==> config.mk <==
export PLATFORM = sky130hd
export DESIGN_NAME = alu_share_ctrl
export DESIGN_NICKNAME = d
export VERILOG_FILES = /design/src/rtl/alu_ctrl_pkg.sv /design/src/rtl/rr_arbiter2.sv /design/src/rtl/alu_share_ctrl.sv
export SDC_FILE = /design/constraint.sdc
export NUM_CORES = 1
export LEC_CHECK = 0
export CAP_MARGIN = 20
export CELL_PAD_IN_SITES_DETAIL_PLACEMENT = 1
export CELL_PAD_IN_SITES_GLOBAL_PLACEMENT = 1
export CORE_ASPECT_RATIO = 0.75
export CORE_MARGIN = 5
export CORE_UTILIZATION = 30
export DETAILED_ROUTE_END_ITERATION = 12
export PLACE_DENSITY_LB_ADDON = 0.1
export SLEW_MARGIN = 20
export SYNTH_ARGS = -nofsm -noshare
export SYNTH_HDL_FRONTEND = slang
export SYNTH_SLANG_ARGS = --single-unit
==> constraint.sdc <==
create_clock -name clk -period 2.7 [get_ports clk]
set_clock_uncertainty 0.05 [all_clocks]
set_input_delay 0.81 -clock clk [delete_from_list [all_inputs] [get_ports clk]]
set_output_delay 0.81 -clock clk [all_outputs]
set_load 0.01 [all_outputs]
==> src/rtl/alu_ctrl_pkg.sv <==
// ---------------------------------------------------------------------------
// alu_ctrl_pkg
// Shared definitions for the shared-ALU controller: opcode encodings, the
// ALU clearing opcode, the controller state encoding and the result width.
// Also provides small opcode classification helpers used by the controller.
// ---------------------------------------------------------------------------
package alu_ctrl_pkg;

  localparam int RES_W = 8;

  localparam logic [3:0] OP_ADD       = 4'h0;
  localparam logic [3:0] OP_SUB       = 4'h1;
  localparam logic [3:0] OP_MUL       = 4'h2;
  localparam logic [3:0] OP_DIV       = 4'h3;
  localparam logic [3:0] OP_AND       = 4'h4;
  localparam logic [3:0] OP_OR        = 4'h5;
  localparam logic [3:0] OP_XOR       = 4'h6;
  localparam logic [3:0] OP_NOT       = 4'h7;
  localparam logic [3:0] OP_ENC       = 4'h8;
  localparam logic [3:0] OP_MAX_LEGAL = 4'h8;
  // Opcode the ALU treats as "no operation, clear": driven whenever idle.
  localparam logic [3:0] OP_IDLE      = 4'hF;

  typedef enum logic [1:0] {
    IDLE  = 2'd0,
    ISSUE = 2'd1,
    WAIT  = 2'd2,
    RESP  = 2'd3
  } state_t;

  function automatic logic op_is_legal(input logic [3:0] op);
    return (op <= OP_MAX_LEGAL);
  endfunction

  // Only ADD and SUB update the ALU flag outputs; other ops leave them stale.
  function automatic logic op_has_flags(input logic [3:0] op);
    return (op == OP_ADD) || (op == OP_SUB);
  endfunction

endpackage

==> src/rtl/rr_arbiter2.sv <==
// ---------------------------------------------------------------------------
// rr_arbiter2
// Two-requester round-robin arbiter. A lone valid requester always wins; on a
// tie the requester that was not granted last wins.
// Ports:
//   clk, rst_n   clock, async active-low reset
//   valid[1:0]   request lines (bit N = requester N)
//   advance      pulse when the current grant is consumed (handshake)
//   grant        combinational winner index
//   last_grant   registered index of the most recently consumed grant
// ---------------------------------------------------------------------------
module rr_arbiter2 (
  input  logic       clk,
  input  logic       rst_n,
  input  logic [1:0] valid,
  input  logic       advance,
  output logic       grant,
  output logic       last_grant
);

  always_comb begin
    grant = ~last_grant;
    case (valid)
      2'b01:   grant = 1'b0;
      2'b10:   grant = 1'b1;
      default: grant = ~last_grant;
    endcase
  end

  // Resets to 1 so requester 0 wins the first tie.
  always_ff @(posedge clk or negedge rst_n) begin
    if (!rst_n) begin
      last_grant <= 1'b1;
    end else if (advance) begin
      last_grant <= grant;
    end
  end

endmodule

==> src/rtl/alu_share_ctrl.sv <==
// ---------------------------------------------------------------------------
// alu_share_ctrl
// Shares one registered ALU tile between two requesters. Requests are
// arbitrated round-robin in IDLE, driven onto registered ALU pins, the ALU
// latency is timed with a down-counter, and the captured result is returned
// on a valid/ready response port tagged with the requester ID. Illegal
// opcodes never touch the ALU and are answered with rsp_err.
//
// State table:
//   state | meaning
//   IDLE  | ALU pins at clearing default; accepting one request
//   ISSUE | ALU pins carry the latched request (first cycle seen by ALU)
//   WAIT  | ALU_LATENCY cycles; result captured in the last one
//   RESP  | response presented until rsp_valid & rsp_ready
//
// Ports:
//   clk, rst_n                         clock, async active-low reset
//   reqN_valid/ready/op/a/b            requester N request handshake
//   alu_op/alu_a/alu_b                 registered ALU inputs
//   alu_res/alu_carry/alu_ovf          ALU outputs
//   rsp_valid/rsp_ready                response handshake
//   rsp_id/res/carry/ovf/err           response payload
//   busy                               high in every state except IDLE
// ---------------------------------------------------------------------------
module alu_share_ctrl
  import alu_ctrl_pkg::*;
#(
  parameter int ALU_LATENCY = 1
) (
  input  logic             clk,
  input  logic             rst_n,

  input  logic             req0_valid,
  output logic             req0_ready,
  input  logic [3:0]       req0_op,
  input  logic [3:0]       req0_a,
  input  logic [3:0]       req0_b,

  input  logic             req1_valid,
  output logic             req1_ready,
  input  logic [3:0]       req1_op,
  input  logic [3:0]       req1_a,
  input  logic [3:0]       req1_b,

  output logic [3:0]       alu_op,
  output logic [3:0]       alu_a,
  output logic [3:0]       alu_b,
  input  logic [RES_W-1:0] alu_res,
  input  logic             alu_carry,
  input  logic             alu_ovf,

  output logic             rsp_valid,
  input  logic             rsp_ready,
  output logic             rsp_id,
  output logic [RES_W-1:0] rsp_res,
  output logic             rsp_carry,
  output logic             rsp_ovf,
  output logic             rsp_err,

  output logic             busy
);

  localparam logic [2:0] WAIT_LOAD = 3'(ALU_LATENCY - 1);

  state_t     state;
  state_t     state_nx;
  logic [2:0] wait_cnt;
  logic       wait_done;

  logic       grant;
  logic       last_grant;
  logic       accept;
  logic       rsp_hs;

  logic [3:0] sel_op;
  logic [3:0] sel_a;
  logic [3:0] sel_b;
  logic       sel_legal;

  logic [3:0] lat_op;
  logic [3:0] lat_a;
  logic [3:0] lat_b;

  rr_arbiter2 u_arb (
    .clk        (clk),
    .rst_n      (rst_n),
    .valid      ({req1_valid, req0_valid}),
    .advance    (accept),
    .grant      (grant),
    .last_grant (last_grant)
  );

  assign sel_op    = grant ? req1_op : req0_op;
  assign sel_a     = grant ? req1_a  : req0_a;
  assign sel_b     = grant ? req1_b  : req0_b;
  assign sel_legal = op_is_legal(sel_op);

  // rst_n gates the ready path so nothing can handshake while held in reset.
  assign accept    = rst_n && (state == IDLE) && (grant ? req1_valid : req0_valid);
  assign rsp_hs    = rsp_valid && rsp_ready;
  assign wait_done = (wait_cnt == 3'd0);

  // -------------------------------------------------------------------------
  // FSM: state register
  // -------------------------------------------------------------------------
  always_ff @(posedge clk or negedge rst_n) begin
    if (!rst_n) begin
      state <= IDLE;
    end else begin
      state <= state_nx;
    end
  end

  // -------------------------------------------------------------------------
  // FSM: next state
  // -------------------------------------------------------------------------
  always_comb begin
    state_nx = state;
    case (state)
      IDLE:    if (accept) state_nx = sel_legal ? ISSUE : RESP;
      ISSUE:   state_nx = WAIT;
      WAIT:    if (wait_done) state_nx = RESP;
      RESP:    if (rsp_hs) state_nx = IDLE;
      default: state_nx = IDLE;
    endcase
  end

  // -------------------------------------------------------------------------
  // FSM: outputs
  // -------------------------------------------------------------------------
  always_comb begin
    busy       = (state != IDLE);
    req0_ready = rst_n && (state == IDLE) && !grant;
    req1_ready = rst_n && (state == IDLE) &&  grant;
  end

  // -------------------------------------------------------------------------
  // WAIT timer: loaded in ISSUE, terminal count at zero
  // -------------------------------------------------------------------------
  always_ff @(posedge clk or negedge rst_n) begin
    if (!rst_n) begin
      wait_cnt <= 3'd0;
    end else if (state == ISSUE) begin
      wait_cnt <= WAIT_LOAD;
    end else if ((state == WAIT) && !wait_done) begin
      wait_cnt <= wait_cnt - 3'd1;
    end
  end

  // -------------------------------------------------------------------------
  // Request latch. The requester ID is not stored separately: last_grant is
  // updated on the same accept edge and holds it until the next accept.
  // -------------------------------------------------------------------------
  always_ff @(posedge clk or negedge rst_n) begin
    if (!rst_n) begin
      lat_op <= OP_IDLE;
      lat_a  <= 4'h0;
      lat_b  <= 4'h0;
    end else if (accept) begin
      lat_op <= sel_op;
      lat_a  <= sel_a;
      lat_b  <= sel_b;
    end
  end

  // -------------------------------------------------------------------------
  // ALU pins: registered so they are valid in ISSUE. On the accept edge the
  // latch is still being written, so take the arbiter-selected request.
  // -------------------------------------------------------------------------
  always_ff @(posedge clk or negedge rst_n) begin
    if (!rst_n) begin
      alu_op <= OP_IDLE;
      alu_a  <= 4'h0;
      alu_b  <= 4'h0;
    end else if (state_nx == ISSUE) begin
      alu_op <= sel_op;
      alu_a  <= sel_a;
      alu_b  <= sel_b;
    end else if (state_nx == WAIT) begin
      alu_op <= lat_op;
      alu_a  <= lat_a;
      alu_b  <= lat_b;
    end else begin
      alu_op <= OP_IDLE;
      alu_a  <= 4'h0;
      alu_b  <= 4'h0;
    end
  end

  // -------------------------------------------------------------------------
  // Response register. Payload only changes when a new response is loaded,
  // so it is stable for the whole RESP hold.
  // -------------------------------------------------------------------------
  always_ff @(posedge clk or negedge rst_n) begin
    if (!rst_n) begin
      rsp_valid <= 1'b0;
      rsp_id    <= 1'b0;
      rsp_res   <= '0;
      rsp_carry <= 1'b0;
      rsp_ovf   <= 1'b0;
      rsp_err   <= 1'b0;
    end else if (accept && !sel_legal) begin
      rsp_valid <= 1'b1;
      rsp_id    <= grant;
      rsp_res   <= '0;
      rsp_carry <= 1'b0;
      rsp_ovf   <= 1'b0;
      rsp_err   <= 1'b1;
    end else if ((state == WAIT) && wait_done) begin
      rsp_valid <= 1'b1;
      rsp_id    <= last_grant;
      rsp_res   <= alu_res;
      // The ALU leaves its flags stale on non-arithmetic ops.
      rsp_carry <= op_has_flags(lat_op) & alu_carry;
      rsp_ovf   <= op_has_flags(lat_op) & alu_ovf;
      rsp_err   <= 1'b0;
    end else if (rsp_hs) begin
      rsp_valid <= 1'b0;
    end
  end

endmodule

==> results.cfg <==
; physical design summary
[placement]
pre_cts_ws_ps = -774
dp_hpwl_um = 4140

[drt]
vias = 1711
drtIter0Drc = 35
ant_nets = 0
wl_um = 5670
drc = 0

[run_status]
status = finished clean

[min_path]
whs_path_depth = 2
hp-start = rsp_err

[grt]
grt_pass1_wl_um = 9480

[critical_path]
setup.worst_path.end = req0_ready
rr_endpoint = alu_a[3]
crit_path_start_kind = primary input
critPathLaunch = req0_valid
path_class = in2out
end_kind = output pin

[cts]
cts_tree = done
clk_pin_slew_ps = 90

[job]
warnings = 27

[final_layout]
fillCellCount = 720
largest_class = flip-flops and latches
area_growth_pct = 51.5
drive_above_1_share_pct = 21.7
n_all_inverters = 5
nonClockBufferCount = 83

[floorplanning]
initCoreUtil_pct = 31.0
chipArea_mm2 = 0.00831

[yosys]
synth.cell_area_mm2 = 0.00197
syn_avg_cell_area_um2 = 10.1
most_common_cell = nand2_1
xor_share_pct = 0
yosys_cells = 196
ff_type = dfrtp_1

[timing]
hold_ws_ps = 434
maxSlewHeadroom_pct = 53.7
drv_slew = 0
[state kept, by name (all words and copies together) (netlist names), 2 cells and up]
name and cells:
lat_b 4, alu_b 4, alu_op 4, lat_a 4, wait_cnt 3, alu_a 4, rsp_res 8, state 2
lat_op 4
[report_power, final]
group,switching [W],internal [W],total (W)
Combinational,0.000552,0.000535,0.00109
Clock,0.000230,0.000300,0.000530
Sequential,0.000126,0.000919,0.00104
Total,0.000909,0.00175,0.00266
[per-layer routing]
layer / vias up / global-route usage, %
li1: 830 / -
met1: 833 / 17.0
met2: 44 / 23.8
met3: 4 / 5.22
met4: 0 / 3.15
met5: - / 0
[critical path, stage by stage]
cell           delay [ps]
dlygate4sd2_1         200
inv_2                  50
buf_4                 130
ha_4                  150
nand2b_4              150
a21oi_2               150
buf_2                 150
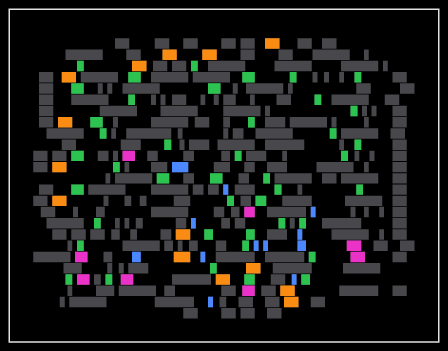
**Above:** logic cells by family.
- green: inverting AOI/OAI gates (cells 42)
- blue: NOR gates (cells 12)
- orange: multiplexers (cells 14)
- magenta: AND-OR and OR-AND gates (cells 8)

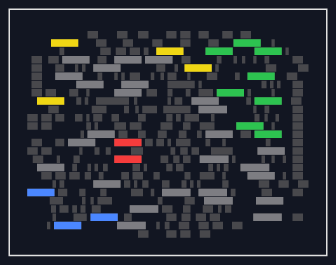
**Above:** where the registers sit.
Other sequential cells in the stronger gray, the rest of the logic in the fainter gray.
- red: state (placed flops 2)
- blue: wait_cnt (placed flops 3)
- green: rsp_res (placed flops 8)
- yellow: alu_b (placed flops 4)
- not colored: 26

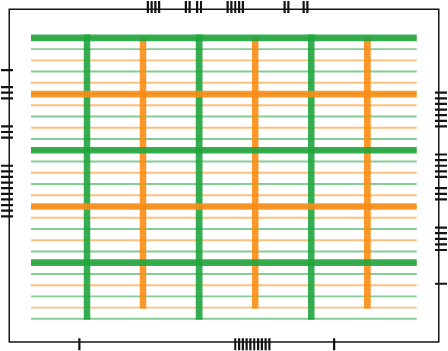
**Above:** PDN straps and rails.
Pins as bars on the die edge.
- orange: VDD
- green: VSS
- met4 straps: 6
- signal pins: 67
- rows: 25
- met1 rails: 26
Core Footprint: 0.00635 mm²
die width: 104 µm
chip height: 80.2 µm
worst vdd ir: 0.278 mV

